### config.mk
export PLATFORM = sky130hd
export DESIGN_NAME = rgy_conflict_monitor
export DESIGN_NICKNAME = d
export VERILOG_FILES = /design/src/rtl/rgy_pkg.sv /design/src/rtl/rgy_channel_check.sv /design/src/rtl/rgy_conflict_monitor.sv
export SDC_FILE = /design/constraint.sdc
export NUM_CORES = 1
export LEC_CHECK = 0
export CAP_MARGIN = 20
export CELL_PAD_IN_SITES_DETAIL_PLACEMENT = 2
export CELL_PAD_IN_SITES_GLOBAL_PLACEMENT = 2
export CORE_MARGIN = 2
export CORE_UTILIZATION = 33
export DETAILED_ROUTE_END_ITERATION = 10
export HOLD_SLACK_MARGIN = 0.02
export PLACE_DENSITY = 0.75
export SLEW_MARGIN = 20
export SYNTH_ARGS = -nofsm -noshare
export SYNTH_HDL_FRONTEND = slang
export SYNTH_SLANG_ARGS = --single-unit
export TNS_END_PERCENT = 20
### constraint.sdc
create_clock -name clk -period 3 [get_ports clk]
set_input_delay 0.6 -clock clk [delete_from_list [all_inputs] [get_ports clk]]
set_output_delay 0.6 -clock clk [all_outputs]
set_load 0.05 [all_outputs]
### src/rtl/rgy_pkg.sv
// rgy_pkg: lamp indices, monitor states and fault codes shared by the rgy conflict monitor.
package rgy_pkg;
  localparam int RED = 0, YELLOW = 1, GREEN = 2;
  localparam logic [2:0] L_R = 3'(1 << RED), L_Y = 3'(1 << YELLOW), L_G = 3'(1 << GREEN);
  typedef enum logic [1:0] {ST_INIT, ST_MONITOR, ST_FAULT} state_e;
  localparam logic [2:0] FC_NONE = 3'd0, FC_MULTI = 3'd1, FC_CONFLICT = 3'd2,
                         FC_SEQ = 3'd3, FC_SHORT = 3'd4, FC_DARK = 3'd5;
endpackage

### src/rtl/rgy_channel_check.sv
// rgy_channel_check: per-channel lamp sequence, yellow-length and dark-head supervision.
module rgy_channel_check
  import rgy_pkg::*;
#(
  parameter int MIN_YELLOW = 2,
  parameter int MAX_DARK   = 3
) (
  input  logic       clk,
  input  logic       reset,
  input  logic       en_i,
  input  logic [2:0] rgy_i,
  output logic       multi_o,
  output logic       seq_o,
  output logic       short_o,
  output logic       dark_o,
  output logic       perm_o
);
  localparam int YW = $clog2(MIN_YELLOW + 1);
  localparam int DW = $clog2(MAX_DARK + 1);
  logic [2:0] last_q, last_d;
  logic [YW-1:0] ycnt_q, ycnt_d;
  logic [DW-1:0] dcnt_q, dcnt_d;
  logic lit, legal;
  always_comb begin
    lit = |rgy_i;
    legal = rgy_i == last_q || (last_q == L_R && rgy_i == L_G) ||
            (last_q == L_G && rgy_i == L_Y) || (last_q == L_Y && rgy_i == L_R);
    multi_o = (rgy_i[RED] & rgy_i[YELLOW]) | (rgy_i[RED] & rgy_i[GREEN]) | (rgy_i[YELLOW] & rgy_i[GREEN]);
    seq_o = lit && !legal;
    short_o = last_q == L_Y && rgy_i == L_R && ycnt_q < YW'(MIN_YELLOW);
    dark_o = !lit && dcnt_q == DW'(MAX_DARK);
    perm_o = rgy_i[YELLOW] | rgy_i[GREEN];
    // Outside MONITOR everything rearms to "last lamp red, no runs in progress".
    last_d = !en_i ? L_R : lit ? rgy_i : last_q;
    ycnt_d = !en_i ? '0 : !lit ? ycnt_q : rgy_i != L_Y ? '0 :
             ycnt_q == YW'(MIN_YELLOW) ? ycnt_q : ycnt_q + 1'b1;
    dcnt_d = (!en_i || lit) ? '0 : dcnt_q == DW'(MAX_DARK) ? dcnt_q : dcnt_q + 1'b1;
  end
  always_ff @(posedge clk or negedge reset) begin
    if (!reset) begin
      last_q <= L_R;
      ycnt_q <= '0;
      dcnt_q <= '0;
    end else begin
      last_q <= last_d;
      ycnt_q <= ycnt_d;
      dcnt_q <= dcnt_d;
    end
  end
endmodule

### src/rtl/rgy_conflict_monitor.sv
// rgy_conflict_monitor: supervises two rgy lamp channels, latches the first fault and
// forces both heads to flashing red until cleared.
module rgy_conflict_monitor
  import rgy_pkg::*;
#(
  parameter int MIN_YELLOW = 2,
  parameter int MAX_DARK   = 3,
  parameter int FLASH_DIV  = 4,
  parameter int CNT_W      = 8
) (
  input  logic             clk,
  input  logic             reset,
  input  logic [3:0]       rgy0,
  input  logic [3:0]       rgy1,
  input  logic             clear,
  output logic             fault,
  output logic [2:0]       fault_code,
  output logic [CNT_W-1:0] fault_cnt,
  output logic [3:0]       lamp0,
  output logic [3:0]       lamp1
);
  localparam int FW = $clog2(2 * FLASH_DIV);
  state_e state_q, state_d;
  logic [2:0] code_q, code_d, code, l0_q, l0_d, l1_q, l1_d;
  logic [CNT_W-1:0] cnt_q, cnt_d;
  logic [FW-1:0] fc_q, fc_d;
  logic multi0, seq0, short0, dark0, perm0, multi1, seq1, short1, dark1, perm1;
  logic unused_bit3;
  assign unused_bit3 = rgy0[3] ^ rgy1[3];
  rgy_channel_check #(.MIN_YELLOW(MIN_YELLOW), .MAX_DARK(MAX_DARK)) u_ch0 (
    .clk(clk), .reset(reset), .en_i(state_q == ST_MONITOR), .rgy_i(rgy0[2:0]),
    .multi_o(multi0), .seq_o(seq0), .short_o(short0), .dark_o(dark0), .perm_o(perm0));
  rgy_channel_check #(.MIN_YELLOW(MIN_YELLOW), .MAX_DARK(MAX_DARK)) u_ch1 (
    .clk(clk), .reset(reset), .en_i(state_q == ST_MONITOR), .rgy_i(rgy1[2:0]),
    .multi_o(multi1), .seq_o(seq1), .short_o(short1), .dark_o(dark1), .perm_o(perm1));
  always_comb begin
    code = (multi0 | multi1) ? FC_MULTI : (perm0 & perm1) ? FC_CONFLICT :
           (seq0 | seq1) ? FC_SEQ : (short0 | short1) ? FC_SHORT :
           (dark0 | dark1) ? FC_DARK : FC_NONE;
    state_d = state_q;
    code_d = code_q;
    cnt_d = cnt_q;
    fc_d = '0;
    l0_d = L_R;
    l1_d = L_R;
    if (state_q == ST_INIT) begin
      state_d = (rgy0[2:0] == L_R && rgy1[2:0] == L_R) ? ST_MONITOR : ST_INIT;
    end else if (state_q == ST_MONITOR) begin
      if (code != FC_NONE) begin
        state_d = ST_FAULT;
        code_d = code;
        cnt_d = &cnt_q ? cnt_q : cnt_q + 1'b1;
      end else begin
        l0_d = rgy0[2:0];
        l1_d = rgy1[2:0];
      end
    end else if (clear) begin
      state_d = ST_INIT;
      code_d = FC_NONE;
    end else begin
      // Flash phase counter: first FLASH_DIV cycles red, next FLASH_DIV dark.
      fc_d = fc_q == FW'(2 * FLASH_DIV - 1) ? '0 : fc_q + 1'b1;
      l0_d = fc_d < FW'(FLASH_DIV) ? L_R : 3'b000;
      l1_d = l0_d;
    end
  end
  always_ff @(posedge clk or negedge reset) begin
    if (!reset) begin
      state_q <= ST_INIT;
      code_q <= FC_NONE;
      cnt_q <= '0;
      fc_q <= '0;
      l0_q <= L_R;
      l1_q <= L_R;
    end else begin
      state_q <= state_d;
      code_q <= code_d;
      cnt_q <= cnt_d;
      fc_q <= fc_d;
      l0_q <= l0_d;
      l1_q <= l1_d;
    end
  end
  assign fault = state_q == ST_FAULT;
  assign fault_code = code_q;
  assign fault_cnt = cnt_q;
  assign lamp0 = {1'b0, l0_q};
  assign lamp1 = {1'b0, l1_q};
endmodule

Fig. 1: run 1, congestion heat map
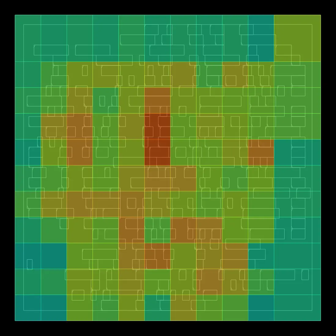
global routing met1 resource utilization: 21.5%
final core utilization: 43.4%
Tot GR Track Use: 17.5%
drt wl/cell: 15.6 um

Fig. 2: run 1, zoomed window
Bar = 10 um. Window x 8 to 33, y 8 to 33 um. Cells in grey, sequential cells in the stronger grey; small squares are vias.
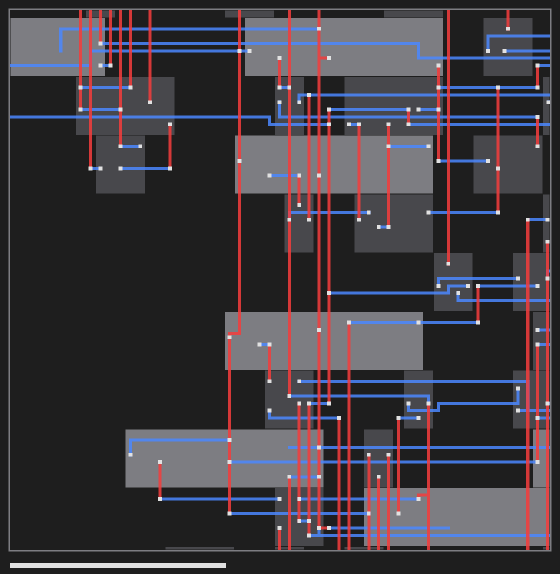
| layer | colour |
|---|---|
| M2 | red |
| M1 | blue |
sequential cells in the window: 5
netlist names of flops here include: u_ch0.dcnt_q (2), u_ch0.ycnt_q (2)
most frequent: dfrtp_1 (5), nor2_1 (3)
cells with their middle in the window: 20

Fig. 3: run 1, gate families picked out
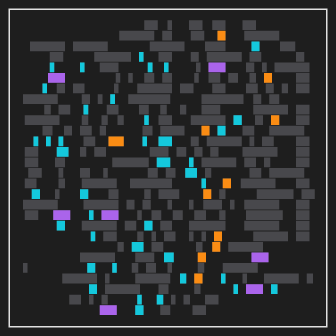
| family | colour | cells |
|---|---|---|
| nor cells | cyan | 40 |
| fa/ha/maj cells | purple | 7 |
| and/or cells | orange | 11 |

==> metrics.cfg, run 1 <==
[finish]
num-multi-input-gates = 149
nNonClkBuffers = 40
seq_share_pct = 35.7
clk_share_pct = 6.26
largestClassByArea = multi-input combinational cells
buffer_area_share_pct = 14.2
finalInstanceArea_sq_um = 2540
lay_top_cells = dfrtp_1, clkdlybuf4s50_1, nor2_1
seq_cells = 36
sh_comb_area_pct = 39.2
drive_above_1_share_pct = 15.4

[clocking]
cts_buffer_depth = 2
cts_post_setup_buffers_inserted = 0
post_cts_resized = 0
root_buffer = clkbuf_8
cts_tree = done
clkTransAtPathRegs_ps = 80
numCtsBuffers = 5
ctsHoldBuffers = 0
insertion_delay_ps = 300

[pwr]
power.density_nw_per_um2 = 700
irDropWorstVdd_uv = 287
clockPowerShare_pct = 33.9
comb_power_uw = 547
top_power_group = registers
p_sw_uw = 604
fin_total_pwr_uw = 1780

[synth]
synth-main-ff-cell = dfrtp_1
yosysSeqAreaShare_pct = 45.8
synth.top_cells.by_area = dfrtp_1, dfstp_2, ha_1
top_cell_area_share_pct = 40.5
synth.distinct_cells = 52
ys_top_logic_family = simple AND/OR/NAND/NOR gates
adder_share_pct = 4.43
async_reset_ff_share_pct = 100

[setup_path]
crit_path_start_kind = primary input
r2r_start = u_ch1.dcnt_q[0]
worst-path-stages = 9
slowest_stage = clkdlybuf4s50_1
crit_family = simple AND/OR/NAND/NOR gates
required_ps = 3240

[floorplan]
fp_util_pct = 33.8
taps = 75
dieHeight_um = 81.4
core_sq_um = 5850
die_w_um = 81.4

[routing]
met3_length_um = 153
routed.top_layer = met4
viasPerCell = 5.13
wirelength_um = 4930
ant_nets = 0
firstDrtPassIters = 3
drc = 0

[sta]
finalSetupTns_ps = 0
worst_slew_pin_slew_ps = 838
fmax_ghz = 0.395
finalHoldViolations = 0
drv_slew = 0
fin_ws_ps = 468
post-route-min-period_ps = 2530

[placed_design]
place_area_sq_um = 2380
dp_worst_setup_slack_ps = 147

[status]
status = completed

[job]
log.warning_count = 28
drv_cap = 0

[global_routing]
grt_remaining_overflow = 0
gr-max-usage-layer = met2
met2_usage_pct = 30.2

[worst_hold_path]
min_path_type = primary input to asynchronous set/reset pin

Fig. 4: run 1, I/O nets highlighted
Bar = 20 um.
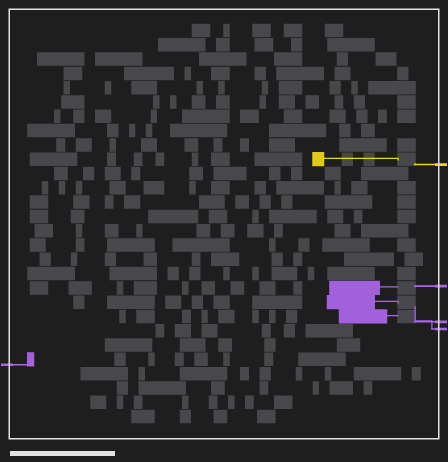

==> run 1 -> run 2 <==
clock period = 2.4 ns   (was 3 ns; I/O delays follow)
Fig. 5: run 2, I/O nets highlighted
Bar = 20 um.
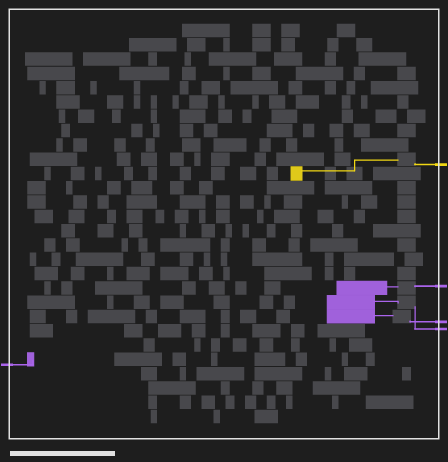
| port | colour | bits | direction | edge | end cells | buffers | wire |
|---|---|---|---|---|---|---|---|
| fault | yellow | 1 | output | right | 1 | 1 | 24.6 um |
| lamp0 | purple | 4 | output | 3 right, 1 left | 4 | 3 | 33.5 um |
PortBufs: 26
IO Count: 31

==> metrics.cfg, run 2 <==
[status]
status = completed

[synth]
ys_top_cells_by_count = dfrtp_1, nor2_1, nand2_1
synth-main-ff-cell = dfrtp_1
mux_share_pct = 2.34
yosys_area_sq_um = 1980
top_area_cell = dfrtp_1
simple_gate_share_pct = 24.2
yosysSeqAreaShare_pct = 45.8
ys_top_logic_family = simple AND/OR/NAND/NOR gates
netlist_area_sq_um = 1980
async_reset_ff_share_pct = 100
top_cell_area_share_pct = 40.5
yosys.cell_count.top_type = dfrtp_1
ys_ff = 36
synth-edff-count = 0
adder_share_pct = 4.43
ys_sh_xor_pct = 4.87
synth.distinct_cells = 52
synth_warnings = 0
ys_sh_aoi_pct = 14.1
syn_area_per_cell_sq_um = 9.79
yosysCellCount = 202
synth.top_cells.by_area = dfrtp_1, dfstp_2, ha_1

[finish]
clkbuf_count = 6
clk_share_pct = 3.50
mi_logic_area_sq_um = 1030
inv_count = 7
nNonClkBuffers = 58
instances_no_fill = 333
finalNetCount = 275
drive_above_1_share_pct = 22.9
sh_comb_area_pct = 38.8
seq_area_sq_um = 906
buffer_area_share_pct = 18.9
largest_reg_flops = 8
lay_top_cells = dfrtp_1, buf_4, clkdlybuf4s50_1
seq_share_pct = 34.3
seq_cells = 36
num-multi-input-gates = 149
finalInstanceArea_sq_um = 2640
largestClassByArea = multi-input combinational cells
num_antenna_cells = 0
syn_to_final_growth_pct = 33.6

[setup_path]
required_ps = 2580
setup.worst_path.start = rgy1[2]
r2r_start = u_ch1.dcnt_q[0]
reg2reg_to = fault_cnt[6]
crit_family = simple AND/OR/NAND/NOR gates
path_cells = clkdlybuf4s50_1 -> nand2b_1 -> or3_4 -> o311ai_4 -> nor3_2 -> nand3_4 -> nand4_1 -> mux2_1
critPathKind = primary input to flip-flop
r2r_cells = 8
cp.arrival_ps = 2460
r2r_slack_ps = 220
endpoint = fault_cnt[6]
worst-path-stages = 8
crit_path_start_kind = primary input
critical_path_buf_inv_count = 1
slowest_delay_ps = 460
slowest_stage = clkdlybuf4s50_1
cp-end-kind = flip-flop

[sta]
fin_ws_ps = 119
clock_skew_ps = 11.0
drv_slew = 0
whs_ps = 270
finalSetupViolCount = 0
post-route-min-period_ps = 2280
maxSlewHeadroom_pct = 46.5
worst_slew_pin_slew_ps = 802
finalHoldViolations = 0
fmax_ghz = 0.438
finalSetupTns_ps = 0
fin_crit_sh_pct = 95.0

[pwr]
pg_clk_uw = 461
fin_total_pwr_uw = 1980
top_power_group = registers
p_sw_uw = 776
p_int_uw = 1200
comb_power_uw = 725
clockPowerShare_pct = 23.3
p_seq_uw = 790
leakagePower_uw = 0.00117
combPwrFrac_pct = 36.7
power.density_nw_per_um2 = 748
seqPwrFrac_pct = 40.0
power.share.switching_pct = 39.3
irDropWorstVdd_uv = 404

[floorplan]
num_rows = 28
core_sq_um = 5850
die-area_sq_um = 6630
dieHeight_um = 81.4
fp_util_pct = 33.8
die_w_um = 81.4
taps = 75

[global_routing]
grt_pass1_vias = 1852
antenna_found_initial = 0
grt_remaining_overflow = 0
met2_usage_pct = 32.5
gr-max-usage-layer = met2
grt_first_pass_wirelength_um = 9080
grt_max_degree = 37

[clocking]
htree_levels = 2
numCtsBuffers = 5
post_cts_resized = 1
ctsHoldBuffers = 0
insertion_delay_ps = 290
cts_tree = done
cts_post_setup_buffers_inserted = 0
cts_sinks = 36
cts_buffer_depth = 2
root_buffer = clkbuf_8
clkTransAtPathRegs_ps = 80

[worst_hold_path]
min_path_type = primary input to asynchronous set/reset pin

[routing]
routed.top_layer = met4
firstDrtPassIters = 4
drc = 0
wl_met1_um = 2360
viasPerCell = 5.15
initialDrtViolationCount = 77
met3_length_um = 117
vias = 1715
ant_nets = 0
wirelength_um = 5400

[job]
drv_cap = 0
log.warning_count = 28

[placed_design]
dp_worst_setup_slack_ps = -314
dpl.hpwl_um = 4120
dp.cells = 325
place_area_sq_um = 2520

Fig. 6: run 2, congestion heat map
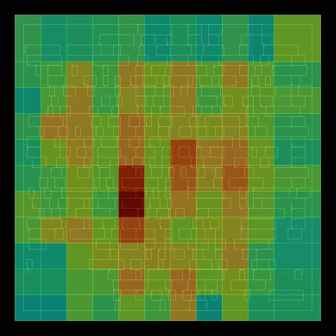
Tot GR Track Use: 18.0%
met3 Use GR: 2.31%
drt wl/cell: 16.2 um
final core utilization: 45.2%
global routing met1 resource utilization: 22.1%

